Fig. 1: routed clock nets over the placement
Bar = 100 um.
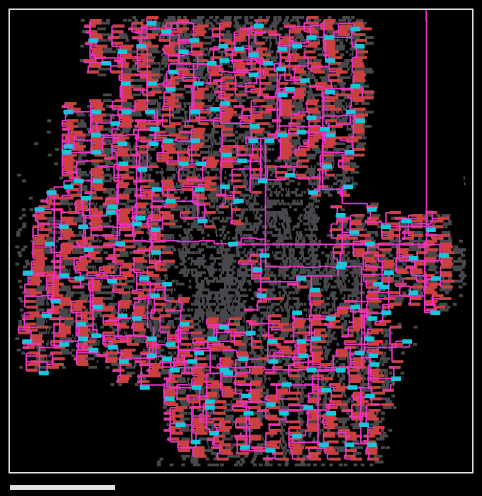
Fig. 2: where the registers sit
Bar = 100 um.
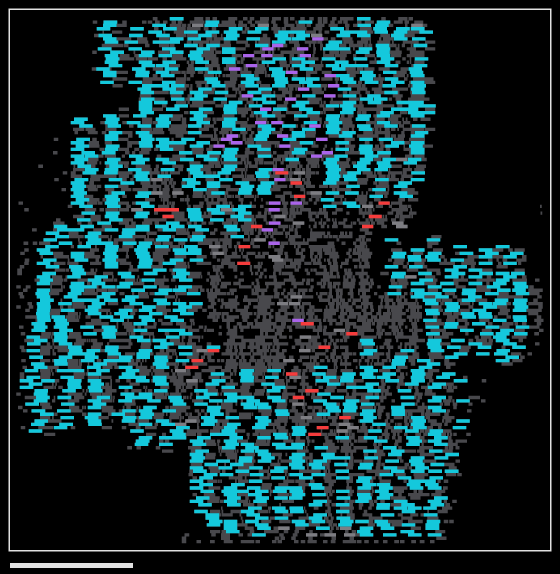
Fig. 3: placement by cell class
Fill, decap, tap and diode cells in grey.
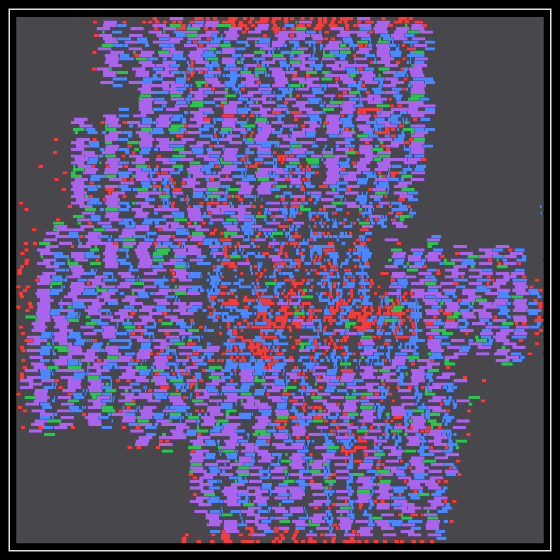
Fig. 4: metal layers overlaid
Bar = 100 um. Only two layers are drawn.
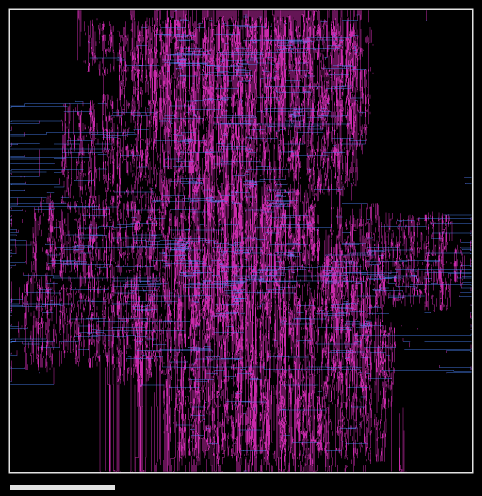
[config.mk]
export PLATFORM = sky130hd
export DESIGN_NAME = vec_cache_edge_rdata_collector
export DESIGN_NICKNAME = d
export VERILOG_FILES = /design/src/rtl/vector_cache_pkg.sv /design/src/rtl/vec_cache_rr_arb8.sv /design/src/rtl/vec_cache_sync_fifo.sv /design/src/rtl/vec_cache_edge_rdata_collector.sv
export SDC_FILE = /design/constraint.sdc
export NUM_CORES = 2
export LEC_CHECK = 0
export CAP_MARGIN = 20
export CELL_PAD_IN_SITES_DETAIL_PLACEMENT = 0
export CELL_PAD_IN_SITES_GLOBAL_PLACEMENT = 1
export CORE_MARGIN = 5
export CORE_UTILIZATION = 35
export CTS_CLUSTER_DIAMETER = 40
export DETAILED_ROUTE_END_ITERATION = 16
export PLACE_DENSITY = 0.7
export SYNTH_ARGS = -nofsm -noshare
export SYNTH_HDL_FRONTEND = slang
export SYNTH_SLANG_ARGS = --single-unit
[constraint.sdc]
create_clock -name clk -period 4.5 [get_ports clk]
set_input_delay 0.675 -clock clk [delete_from_list [all_inputs] [get_ports clk]]
set_output_delay 0.675 -clock clk [all_outputs]
set_load 0.02 [all_outputs]
[src/rtl/vector_cache_pkg.sv]
// Shared vector-cache types and constants: payload struct, channel count,
// collector FIFO depth and the switch port direction codes.
`ifndef VEC_CACHE_WEST
`define VEC_CACHE_WEST  2'd0
`define VEC_CACHE_EAST  2'd1
`define VEC_CACHE_NORTH 2'd2
`define VEC_CACHE_SOUTH 2'd3
`endif

package vector_cache_pkg;

   localparam int VEC_CACHE_CHN_NUM            = 8;
   localparam int VEC_CACHE_COLLECT_FIFO_DEPTH = 4;

   typedef struct packed {
      logic [5:0]  req_id;
      logic [31:0] data;
   } data_pld_t;

endpackage

[src/rtl/vec_cache_rr_arb8.sv]
// 8-way round-robin arbiter. Search starts at the pointer, or at acc_idx+1
// when a grant is being accepted this cycle, so back-to-back grants rotate.
module vec_cache_rr_arb8 (
   input  logic       clk,
   input  logic       rst_n,
   input  logic [7:0] req,
   input  logic       lock,
   input  logic       acc,
   input  logic [2:0] acc_idx,
   output logic [7:0] gnt,
   output logic [2:0] gnt_idx,
   output logic       gnt_vld
);
   logic [2:0] ptr_q;
   logic [2:0] base;

   assign base = acc ? acc_idx + 3'd1 : ptr_q;

   always_ff @(posedge clk or negedge rst_n) begin
      if (!rst_n) ptr_q <= '0;
      else        ptr_q <= base;
   end

   always_comb begin
      gnt     = '0;
      gnt_idx = '0;
      gnt_vld = 1'b0;
      if (!lock) begin
         for (int k = 0; k < 8; k++) begin
            if (!gnt_vld && req[base + 3'(k)]) begin
               gnt_vld = 1'b1;
               gnt_idx = base + 3'(k);
            end
         end
      end
      if (gnt_vld) gnt[gnt_idx] = 1'b1;
   end

endmodule

[src/rtl/vec_cache_sync_fifo.sv]
// Generic synchronous FIFO with wrap-bit pointers; also exposes the entry
// behind the head so a consumer can pop and re-read in the same cycle.
module vec_cache_sync_fifo #(
   parameter int W     = 8,
   parameter int DEPTH = 4
) (
   input  logic         clk,
   input  logic         rst_n,
   input  logic         push,
   input  logic         pop,
   input  logic [W-1:0] wdata,
   output logic [W-1:0] rdata,
   output logic [W-1:0] rdata_nxt,
   output logic         full,
   output logic         empty,
   output logic         multi
);
   localparam int          AW  = $clog2(DEPTH);
   localparam logic [AW:0] ONE = 1;

   logic [W-1:0]  mem [DEPTH];
   logic [AW:0]   wr_ptr;
   logic [AW:0]   rd_ptr;
   logic [AW:0]   cnt;
   logic [AW-1:0] rd_nxt;

   always_ff @(posedge clk or negedge rst_n) begin
      if (!rst_n) begin
         wr_ptr <= '0;
         rd_ptr <= '0;
      end else begin
         if (push) wr_ptr <= wr_ptr + ONE;
         if (pop)  rd_ptr <= rd_ptr + ONE;
      end
   end

   always_ff @(posedge clk) begin
      if (push) mem[wr_ptr[AW-1:0]] <= wdata;
   end

   assign cnt       = wr_ptr - rd_ptr;
   assign rd_nxt    = rd_ptr[AW-1:0] + ONE[AW-1:0];
   assign rdata     = mem[rd_ptr[AW-1:0]];
   assign rdata_nxt = mem[rd_nxt];
   assign empty     = (wr_ptr == rd_ptr);
   assign full      = (wr_ptr[AW] != rd_ptr[AW]) && (wr_ptr[AW-1:0] == rd_ptr[AW-1:0]);
   assign multi     = (cnt > ONE);

endmodule

[src/rtl/vec_cache_edge_rdata_collector.sv]
// West-edge return-data collector: per-channel FIFOs merged round-robin onto one
// registered stream, with credit return. VEC_CACHE_COLLECT_BYPASS_EN enables the FIFO bypass.
module vec_cache_edge_rdata_collector
   import vector_cache_pkg::*;
#(
   parameter int CHN_NUM    = VEC_CACHE_CHN_NUM,
   parameter int FIFO_DEPTH = VEC_CACHE_COLLECT_FIFO_DEPTH,
   parameter int ROW_ID     = 0
) (
   input  logic                     clk,
   input  logic                     rst_n,
   input  logic [CHN_NUM-1:0]       in_vld,
   input  data_pld_t [CHN_NUM-1:0]  in_pld,
   output logic                     out_vld,
   input  logic                     out_rdy,
   output data_pld_t                out_pld,
   output logic [2:0]               out_ch,
   output logic [1:0]               out_row_id,
   output logic [CHN_NUM-1:0]       crd_rtn,
   output logic [CHN_NUM-1:0]       ovf_err,
   output logic [CHN_NUM-1:0]       fifo_empty
);
   logic [CHN_NUM-1:0]      full, empty, multi, pop, push, req, gnt;
   data_pld_t [CHN_NUM-1:0] rdata, rdata_nxt, cand;
   data_pld_t               sel_pld;
   logic [2:0]              gnt_idx, byp_idx;
   logic                    gnt_vld, hs, load, byp_take, out_byp;

   assign hs         = out_vld && out_rdy;
   assign load       = !out_vld || out_rdy;
   assign out_row_id = ROW_ID[1:0];
   assign fifo_empty = empty;
   assign push       = in_vld & (~full | pop) & ~{CHN_NUM{byp_take}};

   // The output register mirrors the FIFO head; the entry is only popped on
   // acceptance, so a popping channel competes with its second entry.
   for (genvar i = 0; i < CHN_NUM; i++) begin : g_ch
      vec_cache_sync_fifo #(.W($bits(data_pld_t)), .DEPTH(FIFO_DEPTH)) u_fifo (
         .clk       (clk),
         .rst_n     (rst_n),
         .push      (push[i]),
         .pop       (pop[i]),
         .wdata     (in_pld[i]),
         .rdata     (rdata[i]),
         .rdata_nxt (rdata_nxt[i]),
         .full      (full[i]),
         .empty     (empty[i]),
         .multi     (multi[i])
      );
      assign pop[i]  = hs && !out_byp && (out_ch == 3'(i));
      assign req[i]  = pop[i] ? multi[i] : !empty[i];
      assign cand[i] = pop[i] ? rdata_nxt[i] : rdata[i];
   end

   vec_cache_rr_arb8 u_arb (
      .clk     (clk),
      .rst_n   (rst_n),
      .req     (req),
      .lock    (!load),
      .acc     (hs),
      .acc_idx (out_ch),
      .gnt     (gnt),
      .gnt_idx (gnt_idx),
      .gnt_vld (gnt_vld)
   );

   always_comb begin
      sel_pld = '0;
      for (int i = 0; i < CHN_NUM; i++) begin
         if (gnt[i]) sel_pld = cand[i];
      end
   end

`ifdef VEC_CACHE_COLLECT_BYPASS_EN
   always_comb begin
      byp_idx = '0;
      for (int i = 0; i < CHN_NUM; i++) begin
         if (in_vld[i]) byp_idx = 3'(i);
      end
   end

   assign byp_take = load && (&empty) && $onehot(in_vld);

   // Bypassed beats have no FIFO entry behind them, so acceptance must not pop.
   always_ff @(posedge clk or negedge rst_n) begin
      if (!rst_n)    out_byp <= 1'b0;
      else if (load) out_byp <= byp_take;
   end
`else
   assign byp_idx  = '0;
   assign byp_take = 1'b0;
   assign out_byp  = 1'b0;
`endif

   always_ff @(posedge clk or negedge rst_n) begin
      if (!rst_n) begin
         out_vld <= 1'b0;
         out_pld <= '0;
         out_ch  <= '0;
         crd_rtn <= '0;
         ovf_err <= '0;
      end else begin
         crd_rtn <= hs ? (CHN_NUM'(1) << out_ch) : '0;
         ovf_err <= ovf_err | (in_vld & full & ~pop);
         if (byp_take) begin
            out_vld <= 1'b1;
            out_pld <= in_pld[byp_idx];
            out_ch  <= byp_idx;
         end else if (load) begin
            out_vld <= gnt_vld;
            if (gnt_vld) begin
               out_pld <= sel_pld;
               out_ch  <= gnt_idx;
            end
         end
      end
   end

endmodule

==> run summary <==
initial antenna violation count - 67
Final GP Congestion - 0.938
ANT cells - 26
RR Endpoint - out_pld[0]$_DFFE_PN0P_
met3 GRT Util - 0.0433
FP Rows - 157
n_taps - 2385
Top Metal Used - met5
CTS buffer count - 197
die width - 438 um
worst path buffer plus inverter count - 7
Finished Layout Cells - 7425
RR Startpoint - g_ch[3].u_fifo.rd_ptr[0]$_DFFE_PN0P_
RSZ-0062 raised after global routing - yes
Non-Clock Buffer Count - 1013
GR met2 Demand/Resource - 0.353
CP cell instances - ha_4 > fa_2 > and4_1 > a32oi_1 > buf_4 > o2bb2ai_4 > buf_6 > mux4_2 > a211oi_4 > buf_4 > nand2_4 > nor3b_4 > buf_4 > o21a_4 > buf_8 > buf_4 > nand4_1 > a41oi_4 > buf_4 > nor3_2 > o21ai_0
async set-reset flop share out of synthesis - 0.0823
Final setup violation count - 38
ys flop type - edfxtp_1
post-CTS resize count - 290
Max-slew headroom - 0.320
Complex Gates by Area - 0.0554
#FFs+latches synth - 1325
crit path from - g_ch[3].u_fifo.rd_ptr[0]$_DFFE_PN0P_
via density per instance - 5.66
status - finished, violations left
Die Y - 438 um
area of the die - 192000 um2
Setup WS post-layout - -540 ps
slowest CP cell - fa_2
Leak Pwr - 29.0 nW
postcts setup bufs - 40
Final ANT Viol Nets - 0
pwr dens - 902 nW/um2
Clock Sinks - 1325
met3 routed WL - 13300 um
failing checks - setup timing
#MultiIn Comb - 2265
Synth Area in XOR/XNOR - 0.00879
P_int - 0.0462 W
Simple Share, Synth - 0.0644
crit path DRT - 5270 ps
Pwr top - combinational logic
min cycle time layout - 5040 ps
combinational share of cell area - 0.302
final non-filler cell area - 84600 um2
syn_area_per_cell - 16.2 um2
first-pass GRT wire length - 298000 um
Buffers on Ports - 380
Worst R2R Setup Slack - -540 ps
nonclk inv count - 40
Net count, final - 5230
register area - 39300 um2
Commonest Layout Cell - edfxtp_1
largest net degree at the start of global routing - 63
clk tree area frac - 0.0793
Fillers - 15600
Core Box Area - 183000 um2
Max-area cell class - sequential cells
post-synthesis cell type count - 86
final setup TNS - -17750 ps
startpoint types - register
Crit path arrival time - 5810 ps
main logic family after synthesis - multiplexers
Post-synth mux share - 0.222
most frequent cells in the layout - edfxtp_1, mux4_2, nand2_1, buf_4, clkdlybuf4s50_1
sw power - 0.0301 W
M1 GR Usage - 0.268
power in combinational cells - 0.0428 W
part of the cycle the worst path needs - 1.12
seq pwr - 0.0181 W
WS Path Type - register to register
FP Util - 0.351
yosys stat chip area - 64200 um2
1st-pass router iterations - 7
Levels on crit path - 21
placed inst area - 74800 um2
About Fig. 1:
Key: flip-flops = red [count 1325]; clock-net drivers = cyan [count 197]; clock wires = magenta [length 16900 um]
Position of the flops: spread over the die. There are 198 routed clock nets.
Clock Latency Late Sink: 850 ps
Clock Power Share: 0.200
Worst Skew: 53.2 ps
clk pwr: 0.0153 W

About Fig. 2:
Key: `g_ch.u_fifo.mem` = cyan [placed flops 1216, where spread over the die]; `g_ch.u_fifo.rd_ptr` = red [placed flops 24, where middle]; `out_pld` = purple [placed flops 38, where top middle]
Another 47 sequential cells are not coloured.

About Fig. 3:
Key: clock drivers and dummy loads = green [cells 371, share of their area 8.2%]; registers = purple [cells 1325, share of their area 48%]; remaining logic cells = blue [cells 2305, share of their area 32%]; remaining buffers and delay cells = red [cells 1013, share of their area 12%]

About Fig. 4:
Key: M3 = blue [wire length 13300 um]; M2 = magenta [wire length 103 mm]
Tot GR Track Use: 0.213
post-DR wirelength/cell: 28.2 um

[synth_stat cells, types with 44 or more instances]
library cell	instances	share of area
edfxtp_1	1216	0.57
mux4_2	565	0.20
nand2_1	509	0.030
clkbuf_1	222	0.013
a21oi_1	168	0.013
mux2i_1	150	0.023
nor3_1	113	0.0088
dfrtp_1	109	0.043
buf_1	69	0.0040
ha_1	65	0.013
nand4_1	64	0.0062
o21ai_0	58	0.0045
nor2_1	54	0.0032
and3_1	44	0.0043
[sequential cells by signal, indices dropped and copies added, names as in the netlist]
signal / count
crd_rtn: 8
g_ch.u_fifo.mem: 1216
g_ch.u_fifo.rd_ptr: 24
g_ch.u_fifo.wr_ptr: 24
out_ch: 3
out_pld: 38
out_vld: 1
ovf_err: 8
u_arb.ptr_q: 3
Power and IR drop assume default switching activity.
